File: src/rtl/mc_pkg.sv
// Shared encodings for the multi-cycle MIPS control FSM: opcodes, functs,
// state numbering, datapath select codes and the decoded instruction class.
package mc_pkg;

    localparam logic [5:0] OP_RTYPE = 6'b000000;
    localparam logic [5:0] OP_ORI   = 6'b001101;
    localparam logic [5:0] OP_LUI   = 6'b001111;
    localparam logic [5:0] OP_LW    = 6'b100011;
    localparam logic [5:0] OP_SW    = 6'b101011;
    localparam logic [5:0] OP_BEQ   = 6'b000100;
    localparam logic [5:0] OP_J     = 6'b000010;

    localparam logic [5:0] FN_ADDU  = 6'b100001;
    localparam logic [5:0] FN_SUBU  = 6'b100011;
    localparam logic [5:0] FN_SLL   = 6'b000000;

    typedef enum logic [2:0] {
        S_FETCH  = 3'd0,
        S_DECODE = 3'd1,
        S_EXEC   = 3'd2,
        S_MEM    = 3'd3,
        S_WB     = 3'd4,
        S_HALT   = 3'd5
    } state_t;

    localparam logic [1:0] EOP_SIGN = 2'b00;
    localparam logic [1:0] EOP_ZERO = 2'b01;
    localparam logic [1:0] EOP_LUI  = 2'b10;
    localparam logic [1:0] EOP_SHL2 = 2'b11;

    localparam logic [2:0] ALU_ADD  = 3'b000;
    localparam logic [2:0] ALU_SUB  = 3'b001;
    localparam logic [2:0] ALU_OR   = 3'b010;

    localparam logic [1:0] PC_SEQ   = 2'b00;
    localparam logic [1:0] PC_BR    = 2'b01;
    localparam logic [1:0] PC_JMP   = 2'b10;

    localparam logic [1:0] WD_ALU   = 2'b00;
    localparam logic [1:0] WD_DM    = 2'b01;
    localparam logic [1:0] WD_EXT   = 2'b10;

    // One-hot instruction class; all-zero means unsupported.
    typedef struct packed {
        logic addu;
        logic subu;
        logic nop;
        logic ori;
        logic lui;
        logic lw;
        logic sw;
        logic beq;
        logic j;
    } instr_t;

endpackage

File: src/rtl/mc_decode.sv
// Combinational instruction classifier: opcode/funct -> one-hot class plus
// an illegal flag for anything outside the supported subset.
module mc_decode
    import mc_pkg::*;
(
    input  logic [5:0] opcode,
    input  logic [5:0] funct,
    output instr_t     instr,
    output logic       illegal
);

    always_comb begin
        instr = '0;
        case (opcode)
            OP_RTYPE: begin
                case (funct)
                    FN_ADDU: instr.addu = 1'b1;
                    FN_SUBU: instr.subu = 1'b1;
                    FN_SLL:  instr.nop  = 1'b1;
                    default: ;
                endcase
            end
            OP_ORI:  instr.ori = 1'b1;
            OP_LUI:  instr.lui = 1'b1;
            OP_LW:   instr.lw  = 1'b1;
            OP_SW:   instr.sw  = 1'b1;
            OP_BEQ:  instr.beq = 1'b1;
            OP_J:    instr.j   = 1'b1;
            default: ;
        endcase
    end

    assign illegal = (instr == '0);

endmodule

File: src/rtl/mc_ctrl.sv
// Multi-cycle MIPS control FSM: registered state, outputs decoded from the
// current state and the instruction held in IR, plus a retired counter.
module mc_ctrl
    import mc_pkg::*;
#(
    parameter int CNT_W = 32
) (
    input  logic             clk,
    input  logic             reset,
    input  logic [5:0]       opcode,
    input  logic [5:0]       funct,
    input  logic             zero,
    input  logic             mem_ready,
    output logic             mem_req,
    output logic             MemWrite,
    output logic             IRWrite,
    output logic             PCWrite,
    output logic [1:0]       PCSel,
    output logic [1:0]       EOp,
    output logic [2:0]       ALUOp,
    output logic             ALUSrc,
    output logic             RegWrite,
    output logic             RegDst,
    output logic [1:0]       WDSel,
    output logic [2:0]       state,
    output logic             illegal,
    output logic [CNT_W-1:0] retired
);

    state_t            st;
    logic [CNT_W-1:0]  cnt;
    instr_t            ins;
    logic              dec_ill;
    logic              r_type;
    logic              held;
    logic              retire;

    mc_decode u_dec (
        .opcode  (opcode),
        .funct   (funct),
        .instr   (ins),
        .illegal (dec_ill)
    );

    assign r_type  = ins.addu | ins.subu | ins.nop;
    assign held    = (st == S_DECODE) || (st == S_EXEC) || (st == S_MEM) || (st == S_WB);
    assign state   = st;
    assign retired = cnt;

    // Every path that returns to FETCH (other than reset) completes an instruction.
    assign retire = ((st == S_DECODE) && ins.j)
                  | ((st == S_EXEC) && (ins.nop | ins.beq))
                  | ((st == S_MEM) && mem_ready && ins.sw)
                  | (st == S_WB);

    always_ff @(posedge clk) begin
        if (reset) begin
            st      <= S_FETCH;
            illegal <= 1'b0;
            cnt     <= '0;
        end else begin
            if (retire)
                cnt <= cnt + CNT_W'(1);
            case (st)
                S_FETCH:  if (mem_ready) st <= S_DECODE;
                S_DECODE: begin
                    if (dec_ill) begin
                        illegal <= 1'b1;
                        st      <= S_HALT;
                    end else if (ins.j) begin
                        st <= S_FETCH;
                    end else begin
                        st <= S_EXEC;
                    end
                end
                S_EXEC: begin
                    if (ins.nop || ins.beq)     st <= S_FETCH;
                    else if (ins.lw || ins.sw)  st <= S_MEM;
                    else                        st <= S_WB;
                end
                S_MEM:    if (mem_ready) st <= ins.sw ? S_FETCH : S_WB;
                S_WB:     st <= S_FETCH;
                default:  st <= S_HALT;
            endcase
        end
    end

    always_comb begin
        mem_req  = 1'b0;
        MemWrite = 1'b0;
        IRWrite  = 1'b0;
        PCWrite  = 1'b0;
        PCSel    = PC_SEQ;
        EOp      = EOP_SIGN;
        ALUOp    = ALU_ADD;
        ALUSrc   = 1'b0;
        RegWrite = 1'b0;
        RegDst   = 1'b0;
        WDSel    = WD_ALU;

        // Datapath selects stay put from DECODE to WB so the datapath sees no glitches.
        if (held) begin
            RegDst = r_type;
            ALUSrc = ins.ori | ins.lui | ins.lw | ins.sw;
            if (ins.ori)       EOp = EOP_ZERO;
            else if (ins.lui)  EOp = EOP_LUI;
            else if (ins.beq)  EOp = EOP_SHL2;
            if (ins.lw)        WDSel = WD_DM;
            else if (ins.lui)  WDSel = WD_EXT;
        end

        case (st)
            S_FETCH: begin
                mem_req = 1'b1;
                IRWrite = mem_ready;
                PCWrite = mem_ready;
            end
            S_DECODE: begin
                if (ins.j) begin
                    PCWrite = 1'b1;
                    PCSel   = PC_JMP;
                end
            end
            S_EXEC: begin
                if (ins.subu || ins.beq) ALUOp = ALU_SUB;
                else if (ins.ori)        ALUOp = ALU_OR;
                if (ins.beq) begin
                    PCWrite = zero;
                    PCSel   = PC_BR;
                end
            end
            S_MEM: begin
                mem_req  = 1'b1;
                MemWrite = ins.sw;
            end
            S_WB:    RegWrite = 1'b1;
            default: ;
        endcase
    end

endmodule

File: config.mk
export PLATFORM = sky130hd
export DESIGN_NAME = mc_ctrl
export DESIGN_NICKNAME = d
export VERILOG_FILES = /design/src/rtl/mc_pkg.sv /design/src/rtl/mc_decode.sv /design/src/rtl/mc_ctrl.sv
export SDC_FILE = /design/constraint.sdc
export NUM_CORES = 1
export LEC_CHECK = 0
export CAP_MARGIN = 20
export CORE_MARGIN = 3
export CORE_UTILIZATION = 30
export CTS_CLUSTER_SIZE = 24
export DETAILED_ROUTE_END_ITERATION = 6
export PLACE_DENSITY = 0.67
export SLEW_MARGIN = 15
export SYNTH_ARGS = -nofsm -noshare
export SYNTH_HDL_FRONTEND = slang
export SYNTH_HIERARCHICAL = 1
export SYNTH_SLANG_ARGS = --single-unit
File: constraint.sdc
create_clock -name clk -period 5.11 [get_ports clk]
set_clock_uncertainty 0.05 [all_clocks]
set_input_delay 0.7665 -clock clk [delete_from_list [all_inputs] [get_ports clk]]
set_output_delay 0.7665 -clock clk [all_outputs]
set_load 0.01 [all_outputs]
met1.png
Scale bar: 20 um. Supply wires on this layer in grey.
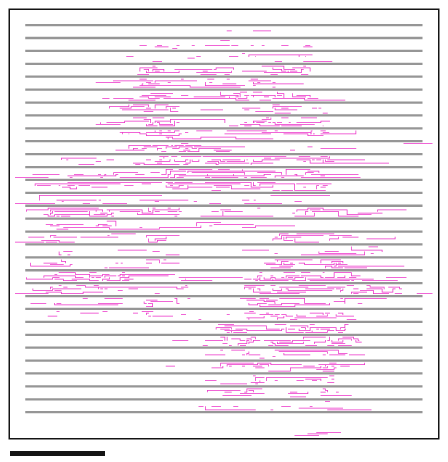
wire length on this layer: 2660 um
longest straight run: 25.8 um
nets with wire on the layer: 314
share of all routed wire: 46%
main direction: horizontal
met1 Use GR: 17.9%
post-detailed-routing wire length: 5.77 mm

final_congestion.png
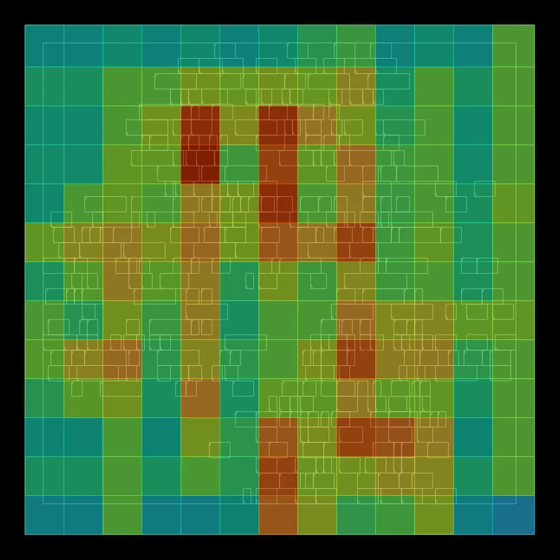
average routed wire per standard cell: 13.4 um
final core utilization: 43.3%
GR Util met2: 23.0%
busiest metal layer after global routing: met2

zoom.png
Scale bar: 10 um. Region (48, 3) to (88, 43) um. Cells in grey, sequential cells in the stronger grey; small squares are vias.
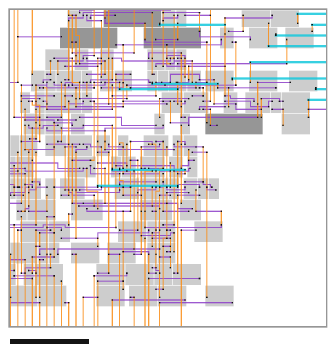
legend:
  cyan:
    layer: met3
  orange:
    layer: met2
  purple:
    layer: met1
sequential cells in the window: 4
cells with their middle in the window: 102
netlist names of flops here include: state (3), illegal (1)
most frequent: clkdlybuf4s50_1 (26), nor2_1 (16), nor3_1 (8)

gate_families.png
Scale bar: 20 um.
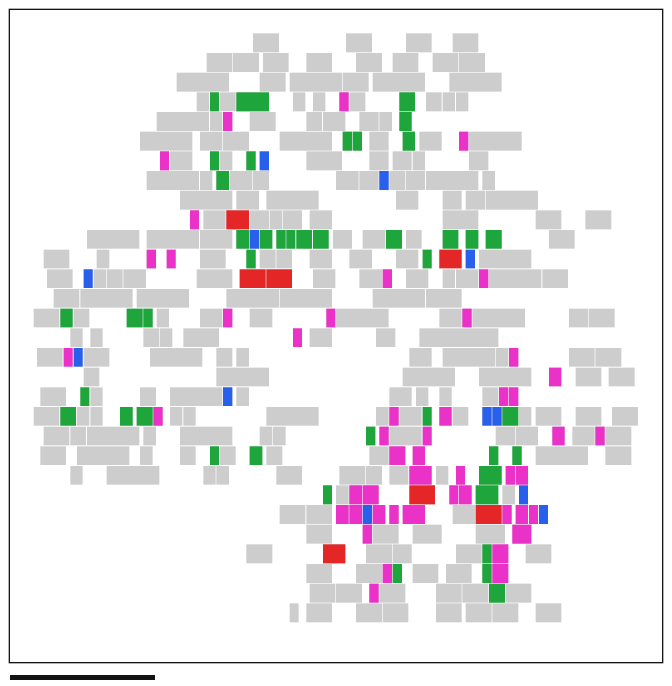
legend:
  green:
    family: NAND gates
    cells: 43
  red:
    family: AND-OR and OR-AND gates
    cells: 7
  blue:
    family: inverters
    cells: 12
  magenta:
    family: NOR gates
    cells: 49
Finished Layout Cells: 432
fraction of standard cell area in multi-input logic: 42.9%
most used logic cell in the final layout: sky130_fd_sc_hd__clkdlybuf4s50_1

==> out/qor.txt <==
Endpoint type of the worst setup path = output port
Metal3 WL = 305 um
CTS HTree Levels = 2
Clk_lat worst skew = 280 ps
Post-DP Area = 2840 um2
Critical Path Source Type = primary input
Hold crit path type = flop to flop
Critical path endpoint = ALUOp[0]
Power per cell area = 213 nW/um2
Pin count of the biggest net entering global routing = 37
Worst hold slack = 435 ps
Synthesis-to-finish area growth = 38.9%
Logic gate share of total power = 14.1%
Synth Cell Area = 2130 um2
Share of layout cells above drive strength 1 = 6.85%
Yosys top cell by instances = sky130_fd_sc_hd__dfxtp_1
Count of TritonRoute iterations in the first routing pass = 4
Vias per Instance = 5.19
Met1 routed wirelength after detailed routing = 2.66 mm
Part of the power in registers = 46.6%
Number of nets in the layout = 352
Post-synth EDFFs = 0
Global-route track usage on met3 = 3.35%
Count of buffers inserted at the top-level ports = 66
Combinational gate count = 210
Overall chip area = 8140 um2
Worst path slowest cell = sky130_fd_sc_hd__clkdlybuf4s50_1
Max FFs per register = 32
And-or/or-and share of the synthesized area = 20.3%
Adder-cell share of the synthesized area = 0.588%
Setup violation total in the final timing report = 0
Number of maximum-capacitance violations = 0
Number of logic inverters in the finished layout = 12
Number of synthesized register bits = 36
Final antenna-violating net count = 0
Post-detail-place hpwl = 4.24 mm
Die X-Extent = 90.2 um
Tally of filler cells in the layout = 698
Run status = finished, final reports clean
Top Consumer = sequential cells
Diode count = 0
Floorplan utilization = 31.2%
Power drawn by the combinational cells = 0.0890 mW
Total of cells resized after clock tree synthesis = 0
Power is estimated from default activity; no workload was simulated.
